File: config.mk
export PLATFORM = sky130hd
export DESIGN_NAME = parametrik_medyan_birimi
export DESIGN_NICKNAME = d
export VERILOG_FILES = /design/src/rtl/parametrik_medyan_birimi_pkg.sv /design/src/rtl/parametrik_medyan_birimi_siralama_hucresi.sv /design/src/rtl/parametrik_medyan_birimi.sv
export SDC_FILE = /design/constraint.sdc
export NUM_CORES = 1
export LEC_CHECK = 0
export CAP_MARGIN = 10
export CORE_MARGIN = 8
export CORE_UTILIZATION = 65
export CTS_BUF_LIST = sky130_fd_sc_hd__clkbuf_16
export CTS_CLUSTER_DIAMETER = 60
export DETAILED_ROUTE_END_ITERATION = 10
export PLACE_DENSITY = 0.88
export SETUP_SLACK_MARGIN = 0.02
export SLEW_MARGIN = 20
export SYNTH_ARGS = -nofsm -noshare
export SYNTH_HDL_FRONTEND = slang
export SYNTH_HIERARCHICAL = 1
export SYNTH_SLANG_ARGS = --single-unit
File: constraint.sdc
create_clock -name clk_i -period 6.7 [get_ports clk_i]
set_input_delay 1.005 -clock clk_i [delete_from_list [all_inputs] [get_ports clk_i]]
set_output_delay 1.005 -clock clk_i [all_outputs]
set_load 0.05 [all_outputs]
File: src/rtl/parametrik_medyan_birimi_pkg.sv
// Shared constants and types for the rank-order filter: mode encodings,
// default sample width and the two-state collection/result FSM.
package parametrik_medyan_birimi_pkg;

  localparam int VARSAYILAN_PIXEL_BIT = 8;

  localparam logic [1:0] MOD_MEDYAN = 2'd0;
  localparam logic [1:0] MOD_MIN    = 2'd1;
  localparam logic [1:0] MOD_MAKS   = 2'd2;

  typedef enum logic {
    TOPLA = 1'b0,
    SONUC = 1'b1
  } durum_t;

endpackage

File: src/rtl/parametrik_medyan_birimi_siralama_hucresi.sv
// One slot of the insertion-sorted array: keeps its value, inserts the new
// sample, or takes the lower neighbour's value. Purely combinational.
module siralama_hucresi #(
  parameter int W = 8
) (
  input  logic [W-1:0] i_yeni,
  input  logic [W-1:0] i_kendi,
  input  logic [W-1:0] i_alt,
  input  logic         i_dolu,
  input  logic         i_alt_kucuk_esit,
  output logic         o_kucuk_esit,
  output logic [W-1:0] o_sonraki
);

  // Equal entries count as "below" so ties stay in arrival order.
  assign o_kucuk_esit = i_dolu && (i_kendi <= i_yeni);

  assign o_sonraki = o_kucuk_esit     ? i_kendi :
                     i_alt_kucuk_esit ? i_yeni  :
                                        i_alt;

endmodule

File: src/rtl/parametrik_medyan_birimi.sv
// Streaming rank-order filter: insertion-sorts PENCERE samples, one per cycle,
// and returns median/min/max one cycle after the last accept; holds until taken.
module parametrik_medyan_birimi
  import parametrik_medyan_birimi_pkg::*;
#(
  parameter int PIXEL_BIT = VARSAYILAN_PIXEL_BIT,
  parameter int PENCERE   = 9
) (
  input  logic                         clk_i,
  input  logic                         rst_i,
  input  logic                         giris_gecerli_i,
  output logic                         giris_hazir_o,
  input  logic [PIXEL_BIT-1:0]         sayi_i,
  input  logic [1:0]                   mod_i,
  input  logic                         temizle_i,
  output logic                         cikis_gecerli_o,
  input  logic                         cikis_hazir_i,
  output logic [PIXEL_BIT-1:0]         sonuc_o,
  output logic [$clog2(PENCERE+1)-1:0] doluluk_o
);

  localparam int DW = $clog2(PENCERE+1);

  logic [PIXEL_BIT-1:0] r_dizi      [PENCERE];
  logic [PIXEL_BIT-1:0] w_dizi_next [PENCERE];
  logic [PENCERE-1:0]   w_kucuk_esit;
  logic [DW-1:0]        r_doluluk;
  logic [1:0]           r_mod;
  logic [PIXEL_BIT-1:0] r_sonuc;
  logic [PIXEL_BIT-1:0] w_secim;
  durum_t               r_durum;
  durum_t               w_durum_next;
  logic                 w_kabul;
  logic                 w_yaz;
  logic                 w_son;

  genvar j;
  generate
    for (j = 0; j < PENCERE; j++) begin : g_hucre
      logic [PIXEL_BIT-1:0] w_alt;
      logic                 w_alt_ke;
      if (j == 0) begin : g_ilk
        assign w_alt    = '0;
        assign w_alt_ke = 1'b1;
      end else begin : g_diger
        assign w_alt    = r_dizi[j-1];
        assign w_alt_ke = w_kucuk_esit[j-1];
      end
      siralama_hucresi #(.W(PIXEL_BIT)) u_hucre (
        .i_yeni           (sayi_i),
        .i_kendi          (r_dizi[j]),
        .i_alt            (w_alt),
        .i_dolu           (DW'(j) < r_doluluk),
        .i_alt_kucuk_esit (w_alt_ke),
        .o_kucuk_esit     (w_kucuk_esit[j]),
        .o_sonraki        (w_dizi_next[j])
      );
    end
  endgenerate

  assign w_kabul = giris_gecerli_i && (r_durum == TOPLA);
  assign w_yaz   = w_kabul && !temizle_i;
  assign w_son   = w_yaz && (r_doluluk == DW'(PENCERE-1));

  always_comb begin
    w_secim = w_dizi_next[PENCERE/2];
    case (r_mod)
      MOD_MIN:  w_secim = w_dizi_next[0];
      MOD_MAKS: w_secim = w_dizi_next[PENCERE-1];
      default:  w_secim = w_dizi_next[PENCERE/2];
    endcase
  end

  always_comb begin
    w_durum_next    = r_durum;
    giris_hazir_o   = 1'b0;
    cikis_gecerli_o = 1'b0;
    case (r_durum)
      TOPLA: begin
        giris_hazir_o = 1'b1;
        if (w_son) w_durum_next = SONUC;
      end
      SONUC: begin
        cikis_gecerli_o = 1'b1;
        if (cikis_hazir_i) w_durum_next = TOPLA;
      end
      default: w_durum_next = TOPLA;
    endcase
  end

  always_ff @(posedge clk_i) begin
    if (rst_i) begin
      r_durum   <= TOPLA;
      r_doluluk <= '0;
      r_mod     <= MOD_MEDYAN;
      r_sonuc   <= '0;
    end else begin
      r_durum <= w_durum_next;
      if (r_durum == TOPLA) begin
        if (temizle_i) begin
          r_doluluk <= '0;
        end else if (w_kabul) begin
          r_doluluk <= r_doluluk + DW'(1);
          if (r_doluluk == '0) r_mod <= mod_i;
          if (w_son) r_sonuc <= w_secim;
        end
      end else if (cikis_hazir_i) begin
        r_doluluk <= '0;
      end
    end
  end

  // Stale contents beyond doluluk are harmless: unfilled slots never compare.
  always_ff @(posedge clk_i) begin
    if (w_yaz) begin
      for (int i = 0; i < PENCERE; i++) r_dizi[i] <= w_dizi_next[i];
    end
  end

  assign sonuc_o   = r_sonuc;
  assign doluluk_o = r_doluluk;

endmodule

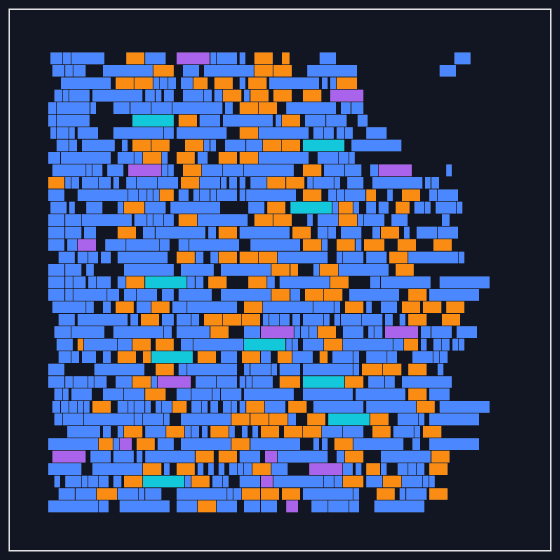
drive_strength.png
[drive 6 and up] cyan | cells: 9 | most used: clkbuf_16
[drive 1 or less] blue | cells: 470 | most used: inv_1
[drive 2] orange | cells: 151 | most used: mux2_2
[drive 3 to 4] purple | cells: 14 | most used: nand3b_4

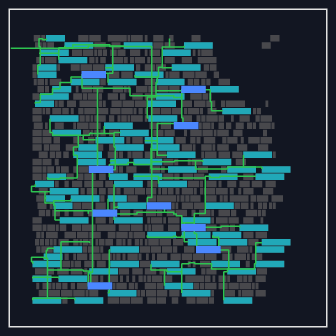
clock_map.png
[flip-flops] cyan | count: 87
[cells driving clock nets] blue | count: 9
[clock wires] green | length: 1150 um
routed clock nets: 10

==> out/results.md <==
| Stage | Quantity | This run |
| --- | --- | --- |
| drt | Per-cell routed wire length | 21.98 um |
| critical path | Critical Path AT | 4.65 ns |
| critical path | Setup crit start | sayi_i[1] |
| power and ir drop | Reported leakage power | 3.244 nW |
| clocking | Number of buffers created by CTS | 9 |
| finish | Final instance count without filler cells | 780 |
| final timing | Unrepaired setup endpoints after global routing | no |
| die | DIE HEIGHT | 118 um |
| critical path | Start-to-end type of the worst setup path | primary input to flip-flop |
| clocking | CTS H-Tree Depth | 3 |
| clocking | Latest clock arrival within the worst-skew pair | 0.34 ns |
| final timing | Worst slew margin | 0.4261 |
| flow run | Max-capacitance violation count | 0 |
| clocking | Clk sinks | 87 |
| die | Total I/O pin count | 29 |
| status | Run status | finished, final reports clean |
| min path | Worst hold path class | flip-flop to flip-flop |
| global route | Total global-route track usage | 0.2469 |
| finish | Ant diodes | 0 |
| critical path | Reg2Reg Depth | 11 |
| final timing | Setup skew after layout | 0.008967 ns |
| power and ir drop | Peak supply drop | 0.0001486 V |
| critical path | Cell type group with the largest total delay on the critical path | buffers and inverters |
| final timing | Pins Over Slew Limit | 0 |
| die | Core ar. | 10230 um2 |
| drt | Highest metal layer with signal wires | met4 |
==> layout by cell type, fill, tap and decap left out, types with 3 or more instances in the layout <==
cell type / instances
conb_1: 9
dfxtp_1: 15
o211ai_2: 9
nand3_1: 3
nand2b_1: 9
clkbuf_16: 9
inv_1: 89
o21ai_2: 9
nand3b_4: 9
nand4_1: 18
nor2b_1: 18
edfxtp_1: 72
a21oi_1: 49
o21ai_0: 20
ha_1: 76
a221oi_1: 8
buf_4: 4
nand2_1: 10
mux2_2: 126
clkinv_2: 4
a21o_1: 3
or4_1: 10
mux2i_1: 18
clkdlybuf4s50_1: 28
==> power by group <==
| part | leakage (nW) | internal [mW] | switching [mW] |
|---|---|---|---|
| Combinational | 2.31 | 0.0979 | 0.128 |
| Sequential | 0.797 | 0.611 | 0.0176 |
| Clock | 0.135 | 0.245 | 0.207 |
==> final cells by class <==
type	instances	area, um2	share of cell area
flip-flops and latches	87	2462	0.3307
inverters	89	334.1	0.04487
well taps	136	170.2	0.02285
clock buffers	9	225.2	0.03025
clock inverters	7	31.28	0.004201
multi-input cells	420	3913	0.5255
repair buffers	32	310.3	0.04167
==> worst register-to-register path, cell delays in order (launching register included) <==
cell and delay [ns]:
edfxtp_1 0.47, ha_1 0.33, nor2b_1 0.15, o211ai_2 0.15
a21oi_1 0.10, nand3b_4 0.23, inv_1 0.32, mux2_2 0.38
mux2_2 0.28, a221oi_1 0.31, or4_1 0.17, a21oi_1 0.08
==> registers in the layout, summed over array words and instances, names as in the netlist <==
| signal | count |
|---|---|
| doluluk_o | 4 |
| r_dizi | 72 |
| r_durum | 1 |
| r_mod | 2 |
| sonuc_o | 8 |
==> metrics by stage <==
| step | power [mW] | worst slack, ns | hold slack (ns) |
|---|---|---|---|
| CTS | 1.303 | 2.325 | 0.4852 |
| floorplan | 0.7845 | 3.290 | 0.4704 |
| global route | 1.349 | 2.103 | 0.5139 |
| global placement | 0.8414 | 2.208 | 0.4643 |
| detailed placement | 0.8582 | 2.026 | 0.4728 |
| finish | 1.306 | 2.233 | 0.4895 |
==> worst min-delay path by stage <==
stage	slack [ns]	endpoint	start	depth (start not counted)
4_1_cts	0.49	sonuc_o[2]$_SDFFE_PP0P_	sonuc_o[2]$_SDFFE_PP0P_	2
5_1_grt	0.51	sonuc_o[2]$_SDFFE_PP0P_	sonuc_o[2]$_SDFFE_PP0P_	2
3_3_place_gp	0.46	sonuc_o[0]$_SDFFE_PP0P_	sonuc_o[0]$_SDFFE_PP0P_	2
6_report	0.49	sonuc_o[2]$_SDFFE_PP0P_	sonuc_o[2]$_SDFFE_PP0P_	2
2_1_floorplan	0.47	r_mod[1]$_SDFFE_PP0P_	r_mod[1]$_SDFFE_PP0P_	2
3_5_place_dp	0.47	sonuc_o[2]$_SDFFE_PP0P_	sonuc_o[2]$_SDFFE_PP0P_	2
==> per-layer routing <==
layer	vias to the layer above	track usage
li1	2305	-
met2	192	0.4162
met4	0	0.1249
met1	2448	0.2997
met5	-	0
met3	40	0.03933
Power figures rest on the tool's default switching activity, not on a simulated workload.
